### Metal 1, run 1

Scale: 4 px per µm.
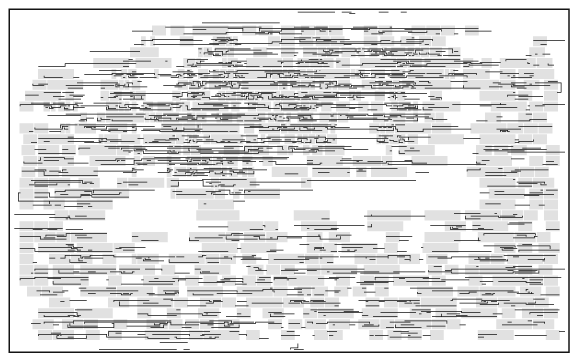
### M2 wires, run 1

Scale: 4 px per µm.
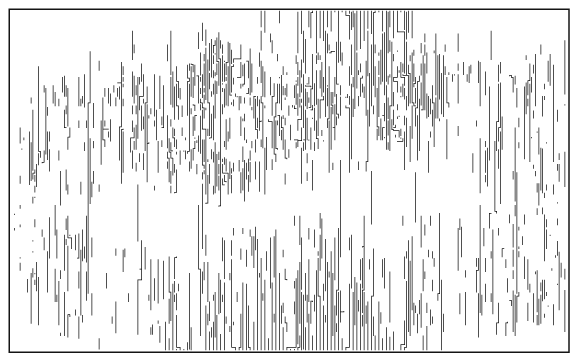
### M3 wires, run 1

Scale: 2 px per µm.
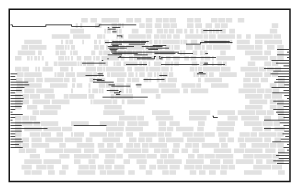
File: src/rtl/ntt_pkg.sv
// ---------------------------------------------------------------------------
// ntt_pkg
// Shared definitions for the NTT write-back path:
//   - default ring size and derived stage count
//   - width of the stage tag carried with each butterfly result
//   - write-back FSM state type
//   - in-place Cooley-Tukey address pair helper
// No ports (package).
// ---------------------------------------------------------------------------
package ntt_pkg;

   localparam int NTT_RING_SIZE = 256;
   localparam int NTT_LOG_N     = $clog2(NTT_RING_SIZE);
   localparam int STAGE_W       = 12;

   typedef enum logic [1:0] {
      IDLE,
      COLLECT,
      DONE
   } wb_state_t;

   typedef struct packed {
      logic [31:0] addr_a;
      logic [31:0] addr_b;
   } addr_pair_t;

   // Butterfly k of stage s touches the element pair that sits 2^s apart
   // inside group (k >> s); each group spans 2^(s+1) elements. Bit s of
   // addr_a is always clear, so OR-ing in half gives addr_b without a carry.
   function automatic addr_pair_t bfly_addr(input logic [STAGE_W-1:0] s,
                                            input logic [31:0] k);
      logic [31:0] half;
      logic [31:0] j;
      logic [31:0] grp;
      addr_pair_t  p;
      half     = 32'd1 << s;
      j        = k & (half - 32'd1);
      grp      = k >> s;
      p.addr_a = (grp << (s + 12'd1)) | j;
      p.addr_b = p.addr_a | half;
      return p;
   endfunction

endpackage

File: src/rtl/ntt_writeback_ctrl_if.sv
// ---------------------------------------------------------------------------
// ntt_writeback_ctrl_if
// Bundles the butterfly-result input bus and the dual-port RAM write bus.
//   in_valid/in_even/in_odd/in_stage : butterfly pipeline -> controller
//   wr_en/wr_addr_a/wr_addr_b/wr_data_a/wr_data_b : controller -> RAM
// Modports:
//   master : the side producing butterfly results and consuming RAM writes
//   slave  : the write-back controller
// ---------------------------------------------------------------------------
interface ntt_writeback_ctrl_if
   import ntt_pkg::*;
#(
   parameter int DATA_W = 32,
   parameter int LOG_N  = NTT_LOG_N
);

   logic                in_valid;
   logic [DATA_W-1:0]   in_even;
   logic [DATA_W-1:0]   in_odd;
   logic [STAGE_W-1:0]  in_stage;

   logic                wr_en;
   logic [LOG_N-1:0]    wr_addr_a;
   logic [LOG_N-1:0]    wr_addr_b;
   logic [DATA_W-1:0]   wr_data_a;
   logic [DATA_W-1:0]   wr_data_b;

   modport master (
      output in_valid, in_even, in_odd, in_stage,
      input  wr_en, wr_addr_a, wr_addr_b, wr_data_a, wr_data_b
   );

   modport slave (
      input  in_valid, in_even, in_odd, in_stage,
      output wr_en, wr_addr_a, wr_addr_b, wr_data_a, wr_data_b
   );

endinterface

File: src/rtl/ntt_wb_addr_gen.sv
// ---------------------------------------------------------------------------
// ntt_wb_addr_gen
// Butterfly/stage counters and registered write-address generator.
// Ports:
//   clk, reset  : clock, asynchronous active-high reset
//   clear       : return counters to stage 0 / butterfly 0 (addresses hold)
//   advance     : one butterfly accepted this cycle
//   addr_a/b    : registered write addresses, updated on advance
//   stage       : stage currently being written
//   stage_end   : registered pulse alongside the last write of a stage
//   xform_end   : registered pulse alongside the last write of the last stage
// ---------------------------------------------------------------------------
module ntt_wb_addr_gen
   import ntt_pkg::*;
#(
   parameter  int RING_SIZE = NTT_RING_SIZE,
   localparam int LOG_N     = $clog2(RING_SIZE),
   localparam int K_W       = LOG_N - 1
)(
   input  logic                clk,
   input  logic                reset,
   input  logic                clear,
   input  logic                advance,
   output logic [LOG_N-1:0]    addr_a,
   output logic [LOG_N-1:0]    addr_b,
   output logic [STAGE_W-1:0]  stage,
   output logic                stage_end,
   output logic                xform_end
);

   localparam logic [K_W-1:0]     K_LAST = K_W'(RING_SIZE / 2 - 1);
   localparam logic [STAGE_W-1:0] S_LAST = STAGE_W'(LOG_N - 1);

   logic [K_W-1:0]   k;
   logic [LOG_N-1:0] next_a;
   logic [LOG_N-1:0] next_b;
   logic             last_k;
   logic             last_stage;

   // The helper returns {addr_a, addr_b} as 32-bit fields; the pair is
   // narrowed straight from the call so no wide intermediate is kept.
   assign next_a     = LOG_N'(bfly_addr(stage, 32'(k)) >> 32);
   assign next_b     = LOG_N'(bfly_addr(stage, 32'(k)));
   assign last_k     = (k == K_LAST);
   assign last_stage = (stage == S_LAST);

   // Counter and address register. The stage counter stops on the last
   // stage so the top level can still report it during the DONE cycle;
   // clear brings it back to zero when the transform is retired or rearmed.
   always_ff @(posedge clk or posedge reset) begin
      if (reset) begin
         k         <= '0;
         stage     <= '0;
         addr_a    <= '0;
         addr_b    <= '0;
         stage_end <= 1'b0;
         xform_end <= 1'b0;
      end else if (clear) begin
         k         <= '0;
         stage     <= '0;
         stage_end <= 1'b0;
         xform_end <= 1'b0;
      end else begin
         stage_end <= 1'b0;
         xform_end <= 1'b0;
         if (advance) begin
            addr_a <= next_a;
            addr_b <= next_b;
            if (last_k) begin
               k         <= '0;
               stage_end <= 1'b1;
               if (last_stage) begin
                  xform_end <= 1'b1;
               end else begin
                  stage <= stage + 1'b1;
               end
            end else begin
               k <= k + 1'b1;
            end
         end
      end
   end

endmodule

File: src/rtl/ntt_writeback_ctrl.sv
// ---------------------------------------------------------------------------
// ntt_writeback_ctrl
// Write side of the NTT engine: takes butterfly result pairs from the
// pipeline and writes them back in place, one pair per cycle.
// Ports:
//   clk, reset  : clock, asynchronous active-high reset
//   start       : one-cycle pulse arming a new transform (ignored when busy)
//   bus         : slave side of ntt_writeback_ctrl_if (results in, RAM out)
//   stage       : stage index currently being written
//   stage_done  : pulse with the final write of each stage
//   done        : pulse one cycle after the final write of the transform
//   busy        : high from start until done
//   err         : sticky stage-tag mismatch / valid-while-idle flag
// ---------------------------------------------------------------------------
module ntt_writeback_ctrl
   import ntt_pkg::*;
#(
   parameter  int RING_SIZE = NTT_RING_SIZE,
   parameter  int DATA_W    = 32,
   localparam int LOG_N     = $clog2(RING_SIZE)
)(
   input  logic                clk,
   input  logic                reset,
   input  logic                start,
   ntt_writeback_ctrl_if.slave bus,
   output logic [STAGE_W-1:0]  stage,
   output logic                stage_done,
   output logic                done,
   output logic                busy,
   output logic                err
);

   wb_state_t        state_q;
   wb_state_t        state_d;
   logic             advance;
   logic             clear;
   logic             arm;
   logic             stray_valid;
   logic             xform_end;
   logic [LOG_N-1:0] addr_a;
   logic [LOG_N-1:0] addr_b;

   // A result is consumed only while collecting; once the final butterfly
   // has been taken, anything else arriving is treated like a stray valid.
   assign arm         = (state_q == IDLE) && start;
   assign advance     = (state_q == COLLECT) && bus.in_valid && !xform_end;
   assign stray_valid = bus.in_valid && !advance && !arm;
   assign clear       = arm || (state_q == DONE);

   assign busy = (state_q != IDLE);
   assign done = (state_q == DONE);

   ntt_wb_addr_gen #(
      .RING_SIZE (RING_SIZE)
   ) u_addr_gen (
      .clk       (clk),
      .reset     (reset),
      .clear     (clear),
      .advance   (advance),
      .addr_a    (addr_a),
      .addr_b    (addr_b),
      .stage     (stage),
      .stage_end (stage_done),
      .xform_end (xform_end)
   );

   assign bus.wr_addr_a = addr_a;
   assign bus.wr_addr_b = addr_b;

   // State register.
   always_ff @(posedge clk or posedge reset) begin
      if (reset) begin
         state_q <= IDLE;
      end else begin
         state_q <= state_d;
      end
   end

   // Next-state logic. COLLECT leaves one cycle after the final write so
   // that done lands on the cycle following the last wr_en.
   always_comb begin
      state_d = state_q;
      case (state_q)
         IDLE:    if (start) state_d = COLLECT;
         COLLECT: if (xform_end) state_d = DONE;
         DONE:    state_d = IDLE;
         default: state_d = IDLE;
      endcase
   end

   // Data capture: the pair is registered together with the address so the
   // RAM sees strobe, address and data on the same cycle.
   always_ff @(posedge clk or posedge reset) begin
      if (reset) begin
         bus.wr_en     <= 1'b0;
         bus.wr_data_a <= '0;
         bus.wr_data_b <= '0;
      end else begin
         bus.wr_en <= advance;
         if (advance) begin
            bus.wr_data_a <= bus.in_even;
            bus.wr_data_b <= bus.in_odd;
         end
      end
   end

   // Sticky error flag, cleared only by arming a new transform. A wrong tag
   // does not block the write; the internal stage still selects addresses.
   always_ff @(posedge clk or posedge reset) begin
      if (reset) begin
         err <= 1'b0;
      end else if (arm) begin
         err <= 1'b0;
      end else if (stray_valid) begin
         err <= 1'b1;
      end else if (advance && (bus.in_stage != stage)) begin
         err <= 1'b1;
      end
   end

endmodule

File: src/flat_wrapper.sv
// flat-port wrapper written by rule: the top's interface ports become plain ports
module ntt_writeback_ctrl_flat import ntt_pkg::*;
#(
   parameter  int RING_SIZE = NTT_RING_SIZE,
   parameter  int DATA_W    = 32,
   localparam int LOG_N     = $clog2(RING_SIZE)
)
  (clk, reset, start, stage, stage_done, done, busy, err, bus_in_valid, bus_in_even, bus_in_odd, bus_in_stage, bus_wr_en, bus_wr_addr_a, bus_wr_addr_b, bus_wr_data_a, bus_wr_data_b);
  ntt_writeback_ctrl_if #(.DATA_W(DATA_W), .LOG_N((3))) bus_i ();
  input  logic clk;
  input  logic reset;
  input  logic start;
  output logic [STAGE_W-1:0] stage;
  output logic stage_done;
  output logic done;
  output logic busy;
  output logic err;
  input wire logic [$bits(bus_i.in_valid)-1:0] bus_in_valid;
  input wire logic [$bits(bus_i.in_even)-1:0] bus_in_even;
  input wire logic [$bits(bus_i.in_odd)-1:0] bus_in_odd;
  input wire logic [$bits(bus_i.in_stage)-1:0] bus_in_stage;
  output wire logic [$bits(bus_i.wr_en)-1:0] bus_wr_en;
  output wire logic [$bits(bus_i.wr_addr_a)-1:0] bus_wr_addr_a;
  output wire logic [$bits(bus_i.wr_addr_b)-1:0] bus_wr_addr_b;
  output wire logic [$bits(bus_i.wr_data_a)-1:0] bus_wr_data_a;
  output wire logic [$bits(bus_i.wr_data_b)-1:0] bus_wr_data_b;
  assign bus_i.in_valid = bus_in_valid;
  assign bus_i.in_even = bus_in_even;
  assign bus_i.in_odd = bus_in_odd;
  assign bus_i.in_stage = bus_in_stage;
  assign bus_wr_en = bus_i.wr_en;
  assign bus_wr_addr_a = bus_i.wr_addr_a;
  assign bus_wr_addr_b = bus_i.wr_addr_b;
  assign bus_wr_data_a = bus_i.wr_data_a;
  assign bus_wr_data_b = bus_i.wr_data_b;
  ntt_writeback_ctrl #(.RING_SIZE(RING_SIZE), .DATA_W(DATA_W)) u_core (.clk(clk), .reset(reset), .start(start), .bus(bus_i), .stage(stage), .stage_done(stage_done), .done(done), .busy(busy), .err(err));
endmodule
File: config.mk
export PLATFORM = sky130hd
export DESIGN_NAME = ntt_writeback_ctrl_flat
export DESIGN_NICKNAME = d
export VERILOG_FILES = /design/src/rtl/ntt_pkg.sv /design/src/rtl/ntt_writeback_ctrl_if.sv /design/src/rtl/ntt_wb_addr_gen.sv /design/src/rtl/ntt_writeback_ctrl.sv /design/src/flat_wrapper.sv
export SDC_FILE = /design/constraint.sdc
export NUM_CORES = 1
export LEC_CHECK = 0
export ABC_CLOCK_PERIOD_IN_PS = 2500
export CAP_MARGIN = 20
export CORE_ASPECT_RATIO = 0.6
export CORE_MARGIN = 2
export CORE_UTILIZATION = 43
export CTS_CLUSTER_DIAMETER = 150
export DETAILED_ROUTE_END_ITERATION = 6
export PLACE_DENSITY = 0.81
export SETUP_SLACK_MARGIN = 0.4
export SYNTH_ARGS = -nofsm -noshare
export SYNTH_HDL_FRONTEND = slang
export SYNTH_HIERARCHICAL = 1
export SYNTH_SLANG_ARGS = --single-unit
File: constraint.sdc
create_clock -name clk -period 2.5 [get_ports clk]
set_input_delay 0.375 -clock clk [delete_from_list [all_inputs] [get_ports clk]]
set_output_delay 0.375 -clock clk [all_outputs]
set_load 0.01 [all_outputs]
==> results.txt, run 1 <==
Update from the flow run.

The flow ran to the end, and the final reports show no timing, DRC or antenna violations. The logs give a warning total of 29. In the final report, the number of endpoints failing setup comes to 0. The clock insertion delay at the later pin of the skew report is 0.33 ns. The number of global-route vias before repair is 3744. The worst-case clock skew is 0.00790 ns. After technology mapping, the gate count stands at 391. The commonest non-fill, non-tap cell in the layout is clkdlybuf4s50_1. The final critical path time including I/O delays and setup is 2.13 ns. TritonRoute output was used to compute an average wire per cell of 17.8 µm.

The clock tree synthesis step divided the H-tree into 3 levels. The clock-pin slew on the worst setup and hold paths is 0.07 ns. After clock tree synthesis, the flow added hold-fix buffers numbering 0.

The number of hold-slack violations in the final timing report is 0. By instance count after routing, the leading logic cell types are clkdlybuf4s50_1, dfrtp_1, mux2_4. The final weighted congestion recorded by global placement is 0.966. In the routed layout, each cell is associated on average with a via count of 5.32.

The endpoint arrival time on the critical path is 2.34 ns. For this run the aggregate overflow at the end of global routing stands at 0. The CTS report gives the tree buffer count as 9. The share of post-route cells with drive strength above 1 is 25.4%. The number of antenna violations at the first check in global routing is 0. The placeable core region is 0.0107 mm².

The max-slew violation count is 0. At the floorplan stage, the core utilization is reported as 44.5%. The width of the chip is 140 µm. The clock drives 95 sinks. During placement, the flow inserted port buffers numbering 166. For the completed layout, the total cell area is recorded as 0.00704 mm². Detailed placement reports a standard cell area of 0.00653 mm². In this run the worst path has a maximum fanout of 6.

The wire length of the first global-routing pass is 19900 µm. Entering global routing, the biggest net connects 69 pins. The max-slew headroom at the worst pin is 57.0%. In the log, the iteration count for the first detailed-route pass is 5. The final core area utilization is 66.0%. The endpoint kind of the worst setup timing path is a register. The required time of the critical path is 2.71 ns. For the pin with the worst max-slew slack, the measured transition is 0.644 ns. The number of violations of the max-capacitance limit is 0.

The global-route usage over all layers is 21.1%. The total leakage power is 3.03 nW. The initial DRC count is 224. A synthesized cell averages 12.1 µm².

Note, the detailed placer reported a final HPWL of 9160 µm. For this run, design rule violations remaining after detail routing come to 0. The type of origin of the critical path is a register. The net count after synthesis is 474.

The remaining antenna violation count is 0. The via count is 3754. The clock tree from TritonCTS is built. Per the OpenROAD floorplan log, the area of the die is 0.0119 mm². The height of the chip is 85.3 µm.

The critical setup path kind is register to register. The fmax is 470 MHz. The synthesized cell area is 0.00474 mm². The accumulated negative setup slack is 0 ns. The min-delay analysis places its worst path in the category primary input to async pin.

The total of warnings raised by yosys is 6. The final clock period utilization by the worst path is 85.0%. In this run the clock root is driven by a clkbuf_16. The peak ir drop on the vdd network is 0.000405 V. The report lists the number of standard-cell rows as 29. The power density of the placed cells is 616 mW/mm². The net total in the final layout is 645. The area overhead of the layout relative to synthesis is 48.4%.

Setup repair after global routing could not meet its margin everywhere. The top-level I/O count is 167. The clock passes through at most 2 buffers. The number of antenna diodes in the final layout is 0.
-- 'Metal 1' (at the start) --
share of all routed wire: 48%
longest straight run: 35.4 µm
nets with wire on the layer: 572

-- 'M2 wires' (at the start) --
share of all routed wire: 44%
nets with wire on the layer: 590
main direction: vertical
longest straight run: 47.7 µm

-- 'M3 wires' (at the start) --
nets with wire on the layer: 117
share of all routed wire: 7.2%
met3 global-route usage: 5.87%
total detailed-routing wirelength: 12600 µm

-- run 1: critical path, cell delays in order, from the launching register on --
cell and delay, ns:
dfrtp_2 0.45, mux4_2 0.46, a22o_1 0.21, and3_1 0.19, a31o_1 0.18, or2_1 0.25, a21oi_2 0.16, a31oi_1 0.11
-- run 1: final timing paths --
kind,start,end,slack (ns),depth (start not counted)
min in group clk,u_core/u_addr_gen/addr_a[0]$_DFFE_PP0P_,u_core/u_addr_gen/addr_a[0]$_DFFE_PP0P_,0.50,2
min reg2reg,u_core/u_addr_gen/addr_a[0]$_DFFE_PP0P_,u_core/u_addr_gen/addr_a[0]$_DFFE_PP0P_,0.50,2
max in group asynchronous,reset,u_core/u_addr_gen/stage[1]$_DFFE_PP0P_,1.37,3
max,u_core/u_addr_gen/k[1]$_DFFE_PP0P_,u_core/u_addr_gen/addr_b[1]$_DFFE_PP0P_,0.37,7
max reg2reg,u_core/u_addr_gen/k[1]$_DFFE_PP0P_,u_core/u_addr_gen/addr_b[1]$_DFFE_PP0P_,0.37,7
min,reset,u_core/bus.wr_data_b[15]$_DFFE_PP0P_,0.46,3
-- run 1: final cells by class --
type / instances / area [µm²]
Sequential cell: 95 / 2380
Multi-Input combinational cell: 249 / 2170
Tap cell: 139 / 174
Fill cell: 802 / 3630
Clock inverter: 4 / 76.3
Timing Repair Buffer: 198 / 1940
Clock buffer: 12 / 256
Inverter: 9 / 33.8
-- run 1: metal layers --
metal | part of all wire [%] | GRT usage, % | vias to the layer above
met5 | 0 | 0 | -
met4 | 0.59 | 4.45 | 0
met3 | 7.2 | 5.87 | 11
met2 | 44 | 32.4 | 188
met1 | 48 | 30.4 | 1860
li1 | - | - | 1695
-- run 1: where the power goes --
group	internal [mW]	switching [mW]	leakage (nW)	total, mW
clock	0.935	0.569	0.159	1.50
combinational	0.623	0.379	1.74	1.00
sequential	1.71	0.117	1.14	1.83
-- run 1: state kept, by name, summed over array words and instances, names as in the netlist --
name	flops
u_core/u_addr_gen/stage_end	1
u_core/u_addr_gen/stage	12
u_core/u_addr_gen/k	7
u_core/u_addr_gen/addr_a	3
u_core/bus.wr_data_b	32
u_core/u_addr_gen/addr_b	3
u_core/bus.wr_en	1
u_core/u_addr_gen/xform_end	1
u_core/err	1
u_core/bus.wr_data_a	32
u_core/state_q	2
-- run 1: what timing repair did --
item,in CTS,in global routing
pin swaps,2,5
gates resized,5,20
setup endpoints to repair,4,17
buffers inserted,6,3
cloned,0,1
-- run 1: through the flow --
stage / std cells / hold WS [ns] / setup slack, ns / power (mW)
finish: 706 / 0.462 / 0.374 / 4.33
global route: 706 / 0.511 / 0.303 / 4.54
CTS: 702 / 0.483 / 0.387 / 4.37
detailed placement: 680 / 0.480 / 0.280 / 2.79
global placement: 680 / 0.483 / 0.369 / 2.77
floorplan: 391 / 0.428 / 0.398 / 2.33
==> inputs of run 2 (changes only) <==
Settings changed: PLACE_DENSITY 0.81 to 0.77.
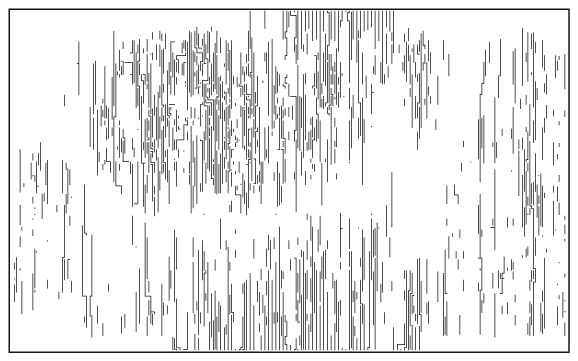
*M2 wires, run 2*
Scale: 4 px per µm.
share of all routed wire: 44%
wire length on this layer: 5390 µm

==> run 2 against run 1 <==
Net effect: final cell count unchanged; utilization down 0.82 points; cell area down 1.2%; die size unchanged; critical path depth unchanged; register-to-register slack worse by 0.02 ns; synthesized area unchanged; clock skew down 0.0010 ns; hold slack worse by 0.053 ns; global-route usage down 0.13 points; count of clock-buffer cells in the layout down 2; largest power group unchanged.
==> results.txt, run 2 <==
Update from the flow run.

The average cell area after synthesis came to 12.1 µm² (unchanged). The wire length of the first global-routing pass is 19700 µm (was 19900 µm). The DRC violation count after routing came to 0 (unchanged). The mean number of vias per cell is 5.22 (was 5.32). The worst-case clock skew is 0.00687 ns (was 0.00790 ns). The post-placement cell count is 683 (was 680).

The cell-internal power is 3.09 mW (was 3.27 mW). The highest net fanout along the worst path is 5 (was 6). The gate family responsible for the most delay along the worst path is AND-OR/OR-AND gates (unchanged).

Registers with the most flip-flops: u_core/bus.wr_data_a: 32 flops, u_core/bus.wr_data_b: 32 flops, u_core/u_addr_gen/stage: 12 flops (unchanged). The endpoint kind of the worst setup timing path is a register (unchanged). The number of hold-slack violations in the final timing report is 0 (unchanged).

Status: finished, final reports clean (unchanged). Series of cell instances along the critical path: mux4_2 -> a22o_1 -> and3_1 -> a31o_1 -> or2_1 -> a21oi_2 -> a31oi_1 (unchanged). The filler cell count is 762 (was 802). Leading cell types in the layout, fill and taps excluded: clkdlybuf4s50_1, dfrtp_1, mux2_4 (unchanged). The largest net degree at the start of global routing came to 47 (was 69). The number of clock buffers inserted by TritonCTS is 9 (unchanged). The post-route non-filler standard cell count is 706 (unchanged). The pin slew with the least headroom to its limit is 0.502 ns (was 0.644 ns). The peak ir drop on the vdd network came to 0.000474 V (was 0.000405 V). The synthesized cell area is 0.00474 mm² (unchanged).

The wire length per cell after detailed routing is 17.3 µm (was 17.8 µm). The cell with the largest stage delay on the worst path is mux4_2 (unchanged). The warning total across the stage logs is 28 (was 29). The number of detailed-route iterations in the first pass is 5 (unchanged). The register share of total power was 44.0% (was 42.2%). The width of the chip is 140 µm (unchanged).

The port buffer count is 166 (unchanged). The final critical path time including I/O delays and setup is 2.14 ns (was 2.13 ns). The total power was 4.16 mW (was 4.33 mW). The chip area came to 0.0119 mm² (unchanged). The number of antenna repair diodes is 0 (unchanged). The number of antenna violations at the first check in global routing came to 0 (unchanged). The clock-pin slew on the worst setup and hold paths came to 0.07 ns (about the same). The type of origin of the critical path is a register (unchanged).

The accumulated negative setup slack is 0 ns (unchanged). The required time of the critical path is 2.71 ns (about the same). The total wire length was 12200 µm (was 12600 µm).

The share of post-route cells with drive strength above 1 is 24.3% (was 25.4%). The number of violations of the max-capacitance limit is 0 (unchanged). The worst hold margin is 0.409 ns (was 0.462 ns). The final standard cell area without fillers is 0.00695 mm² (was 0.00704 mm²). The H-tree level count came to 3 (unchanged).

The net count after synthesis came to 474 (unchanged). The total leakage power is 3.01 nW (was 3.03 nW). The maximum count of clock buffers along a single path is 2 (unchanged). The height of the chip is 85.3 µm (unchanged).

The total of warnings raised by yosys was 6 (unchanged). The initial DRC count came to 257 (was 224). The delay of the slowest cell on the worst path was 0.52 ns (was 0.46 ns). The pre-placement core utilization came to 44.5% (unchanged).

The top-level I/O count was 167 (unchanged). The hold-fix buffer count after cts was 0 (unchanged). The clock tree from TritonCTS is built (unchanged).

The max-slew headroom at the worst pin is 66.5% (was 57.0%). The commonest non-fill, non-tap cell in the layout is clkdlybuf4s50_1 (unchanged). The site row count is 29 (unchanged). The placeable core region is 0.0107 mm² (unchanged). The portion of total power attributed to combinational logic is 23.8% (was 23.1%). The via count is 3685 (was 3754). The endpoint arrival time on the critical path is 2.35 ns (was 2.34 ns).

The sink count of the clock tree is 95 (unchanged). The synthesized netlist cell count is 391 (unchanged). The remaining antenna violation count was 0 (unchanged). The number of setup violations in the final report was 0 (unchanged). The proportion of total power due to net switching came to 25.7% (was 24.6%).
-- run 2: cell type report --
| cell class | count | area, µm² | share of cell area, % |
|---|---|---|---|
| well taps | 139 | 174 | 2.50 |
| flip-flops and latches | 95 | 2380 | 34.3 |
| clock inverters | 5 | 58.8 | 0.846 |
| multi-input cells | 249 | 2150 | 30.9 |
| repair buffers | 199 | 1920 | 27.7 |
| clock buffers | 10 | 229 | 3.29 |
| inverters | 9 | 33.8 | 0.486 |
-- run 2: final timing paths --
| kind | depth (start not counted) | end | slack (ns) | from |
|---|---|---|---|---|
| max | 7 | u_core/u_addr_gen/addr_b[1]$_DFFE_PP0P_ | 0.36 | u_core/u_addr_gen/stage[0]$_DFFE_PP0P_ |
| max reg2reg | 7 | u_core/u_addr_gen/addr_b[1]$_DFFE_PP0P_ | 0.36 | u_core/u_addr_gen/stage[0]$_DFFE_PP0P_ |
| min reg2reg | 2 | u_core/u_addr_gen/addr_a[0]$_DFFE_PP0P_ | 0.50 | u_core/u_addr_gen/addr_a[0]$_DFFE_PP0P_ |
| min | 2 | u_core/u_addr_gen/addr_b[2]$_DFFE_PP0P_ | 0.41 | reset |
| min in group clk | 2 | u_core/u_addr_gen/addr_a[0]$_DFFE_PP0P_ | 0.50 | u_core/u_addr_gen/addr_a[0]$_DFFE_PP0P_ |
| max in group asynchronous | 3 | u_core/u_addr_gen/k[1]$_DFFE_PP0P_ | 1.46 | reset |
-- run 2: metal layers --
layer / vias up / GRT usage [%] / share of wire, %
met4: 0 / 5.27 / 0.98
met3: 17 / 5.53 / 7.6
met2: 171 / 30.8 / 44
met1: 1800 / 31.2 / 47
li1: 1697 / - / -
met5: - / 0 / 0
-- run 2: power groups by stage --
| stage | logic (mW) | registers, mW | clock network, mW |
|---|---|---|---|
| 2_1_floorplan | 0.457 | 1.88 | 0 |
| 3_3_place_gp | 0.946 | 1.85 | 0 |
| 4_1_cts | 0.990 | 1.83 | 1.37 |
| 3_5_place_dp | 0.969 | 1.85 | 0 |
| 6_report | 0.991 | 1.83 | 1.34 |
| 5_1_grt | 1.06 | 1.85 | 1.45 |
-- run 2: per-stage QoR --
| stage | util (%) | setup slack [ns] |
|---|---|---|
| 6_report | 65.2 | 0.356 |
| 5_1_grt | 65.2 | 0.190 |
| 4_1_cts | 64.5 | 0.403 |
| 3_5_place_dp | 61.3 | 0.189 |
| 3_3_place_gp | 61.3 | 0.266 |
| 2_1_floorplan | - | 0.398 |
-- run 2: worst register-to-register path: stages, from the launching register on --
cell     delay, ns
dfrtp_2       0.42
mux4_2        0.52
a22o_1        0.21
and3_1        0.19
a31o_1        0.17
or2_1         0.23
a21oi_2       0.18
a31oi_1       0.11
-- run 2: timing repair --
item / in CTS / in global routing
pin swaps: 1 / 2
buffers inserted: 5 / 2
gates resized: 4 / 12
setup endpoints to repair: 8 / 12
cloned: 0 / 1
==> inputs of run 3 (changes only) <==
Settings changed: CAP_MARGIN 20 to default.
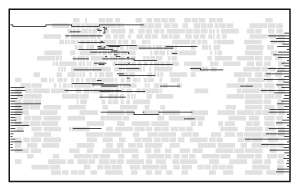
*M3 wires, run 3*
Scale: 2 px per µm.
nets with wire on the layer: 107
main direction: horizontal
share of all routed wire: 7.6%
wire length on this layer: 935 µm

==> run 3 against run 2 <==
Net effect: synthesized area unchanged; hold slack unchanged; sequential share of layout area unchanged; maximum frequency unchanged; utilization unchanged; combinational power about the same; critical path depth unchanged; via count unchanged; global-route usage unchanged; critical endpoint unchanged; largest power group unchanged; highest routed layer unchanged.
==> results.txt, run 3 <==
Update from the flow run.

The number of antenna violations at the first check in global routing is 0 (unchanged). The number of hold-slack violations in the final timing report was 0 (unchanged). The wire length per cell after detailed routing was 17.3 µm (unchanged). The synthesized cell area is 0.00474 mm² (unchanged). The type of origin of the critical path was a register (unchanged). The highest net fanout along the worst path is 5 (unchanged). The pin slew with the least headroom to its limit came to 0.502 ns (unchanged). The number of buffers and inverters on the critical path is 0 (unchanged).

The wire length of the first global-routing pass was 19700 µm (unchanged). The remaining antenna violation count is 0 (unchanged). The global-route usage over all layers was 21.0% (unchanged). Status: finished, final reports clean (unchanged). The worst-case clock skew came to 0.00687 ns (unchanged). The gate family responsible for the most delay along the worst path was AND-OR/OR-AND gates (unchanged).

The placeable core region is 0.0107 mm² (unchanged). The clock-pin slew on the worst setup and hold paths is 0.07 ns (about the same). The number of global-route vias before repair is 3720 (unchanged).

The max-slew violation count is 0 (unchanged). Unrepaired setup endpoints after global routing: true (unchanged). The delay of the slowest cell on the worst path came to 0.52 ns (about the same). The number of clock buffers inserted by TritonCTS is 9 (unchanged).

The number of detailed-route iterations in the first pass is 5 (unchanged). The initial DRC count is 257 (unchanged). The port buffer count was 166 (unchanged).

The share of post-route cells with drive strength above 1 came to 24.3% (unchanged). The width of the chip came to 140 µm (unchanged). The net count after synthesis is 474 (unchanged). The final critical path time including I/O delays and setup is 2.14 ns (unchanged).

The sink count of the clock tree came to 95 (unchanged). The total leakage power is 3.01 nW (unchanged). The endpoint arrival time on the critical path came to 2.35 ns (about the same). The power density of the placed cells is 598 mW/mm² (unchanged). The max-slew headroom at the worst pin is 66.5% (unchanged).

The final estimated routing congestion in global placement is 0.867 (unchanged). The final clock period utilization by the worst path is 85.8% (unchanged). The filler cell count is 762 (unchanged). The number of violations of the max-capacitance limit was 0 (unchanged). The chip area is 0.0119 mm² (unchanged). Leading cell types in the layout, fill and taps excluded: clkdlybuf4s50_1, dfrtp_1, mux2_4 (unchanged). The maximum count of clock buffers along a single path is 2 (unchanged). The DRC violation count after routing was 0 (unchanged).

The mean number of vias per cell is 5.22 (unchanged). The endpoint kind of the worst setup timing path is a register (unchanged). The leftover overflow at the end of global routing is 0 (unchanged).

The total of warnings raised by yosys is 6 (unchanged). The required time of the critical path is 2.71 ns (about the same). The warning total across the stage logs is 28 (unchanged).

The accumulated negative setup slack is 0 ns (unchanged). The total wire length is 12200 µm (unchanged). The post-placement cell count is 683 (unchanged). The largest net degree at the start of global routing is 47 (unchanged). The clock insertion delay at the later pin of the skew report is 0.33 ns (about the same). The peak ir drop on the vdd network is 0.000474 V (unchanged). The site row count is 29 (unchanged). The placed wire-length estimate after detailed placement was 8800 µm (unchanged). The commonest non-fill, non-tap cell in the layout is clkdlybuf4s50_1 (unchanged). The cell with the largest stage delay on the worst path is mux4_2 (unchanged). The area overhead of the layout relative to synthesis came to 46.6% (unchanged).

The critical setup path kind is register to register (unchanged). The H-tree level count is 3 (unchanged). The library cell used as clock root buffer is clkbuf_16 (unchanged). The number of setup violations in the final report is 0 (unchanged). The via count is 3685 (unchanged). The post-route non-filler standard cell count is 706 (unchanged).

The number of antenna repair diodes is 0 (unchanged). The synthesized netlist cell count is 391 (unchanged). The net total in the final layout is 646 (unchanged). The average cell area after synthesis came to 12.1 µm² (unchanged).

The fmax is 466 MHz (unchanged). The pre-placement core utilization is 44.5% (unchanged). The path class of the lowest-slack min-delay path is primary input to async pin (unchanged). Series of cell instances along the critical path: mux4_2 -> a22o_1 -> and3_1 -> a31o_1 -> or2_1 -> a21oi_2 -> a31oi_1 (unchanged). The height of the chip is 85.3 µm (unchanged). The top-level I/O count is 167 (unchanged). The clock tree from TritonCTS is built (unchanged). Registers with the most flip-flops: u_core/bus.wr_data_a: 32 flops, u_core/bus.wr_data_b: 32 flops, u_core/u_addr_gen/stage: 12 flops (unchanged).
## run 3: final timing paths
| path | to | depth (start not counted) | slack (ns) | startpoint |
|---|---|---|---|---|
| max | u_core/u_addr_gen/addr_b[1]$_DFFE_PP0P_ | 7 | 0.36 | u_core/u_addr_gen/stage[0]$_DFFE_PP0P_ |
| min | u_core/u_addr_gen/addr_b[2]$_DFFE_PP0P_ | 2 | 0.41 | reset |
| max reg2reg | u_core/u_addr_gen/addr_b[1]$_DFFE_PP0P_ | 7 | 0.36 | u_core/u_addr_gen/stage[0]$_DFFE_PP0P_ |
| min reg2reg | u_core/u_addr_gen/addr_a[0]$_DFFE_PP0P_ | 2 | 0.50 | u_core/u_addr_gen/addr_a[0]$_DFFE_PP0P_ |
| max in group asynchronous | u_core/u_addr_gen/k[1]$_DFFE_PP0P_ | 3 | 1.46 | reset |
| min in group clk | u_core/u_addr_gen/addr_a[0]$_DFFE_PP0P_ | 2 | 0.50 | u_core/u_addr_gen/addr_a[0]$_DFFE_PP0P_ |
## run 3: cell type report
| type | count | area, µm² | area share (%) |
|---|---|---|---|
| Sequential cell | 95 | 2380 | 34.3 |
| Multi-Input combinational cell | 249 | 2150 | 30.9 |
| Timing Repair Buffer | 199 | 1920 | 27.7 |
| Clock buffer | 10 | 229 | 3.29 |
| Tap cell | 139 | 174 | 2.50 |
| Clock inverter | 5 | 58.8 | 0.846 |
| Inverter | 9 | 33.8 | 0.486 |
## run 3: routing by layer
metal | global-route usage [%] | routed length [µm] | vias to the layer above
met3 | 5.53 | 934 | 17
met4 | 5.27 | 120 | 0
li1 | - | - | 1697
met1 | 31.2 | 5780 | 1800
met2 | 30.8 | 5390 | 171
met5 | 0 | 0 | -
## run 3: per-stage QoR
step	hold WS, ns	instance area (µm²)	total power [mW]	utilization (%)	setup WS (ns)
final	0.409	6950	4.16	65.2	0.356
after global routing	0.406	6950	4.36	65.2	0.190
after CTS	0.389	6880	4.19	64.5	0.403
after detailed placement	0.485	6540	2.82	61.3	0.189
after global placement	0.483	6540	2.80	61.3	0.266
after floorplan	0.428	4780	2.33	-	0.398
## run 3: repair_timing
action                                  in CTS  in global routing
cloned                                       0                  1
pin swaps                                    1                  2
endpoints found under the setup margin       8                 12
buffers inserted                             5                  2
resized                                      4                 12
hold endpoints to repair                     0                  0
hold buffers                                 0                  0
## run 3: worst reg2reg max path: cells and delay by family (launching register included)
| kind | cells | cell delay, ns |
|---|---|---|
| multiplexers | 1 | 0.52 |
| AND-OR/OR-AND | 4 | 0.67 |
| AND/OR/NAND/NOR | 2 | 0.42 |
| flip-flops | 1 | 0.42 |
## run 3: report_power, final
group          internal [mW]  switching [mW]
clock network          0.772           0.567
registers               1.71           0.121
logic                  0.611           0.380
Power is estimated from default activity; no workload was simulated.
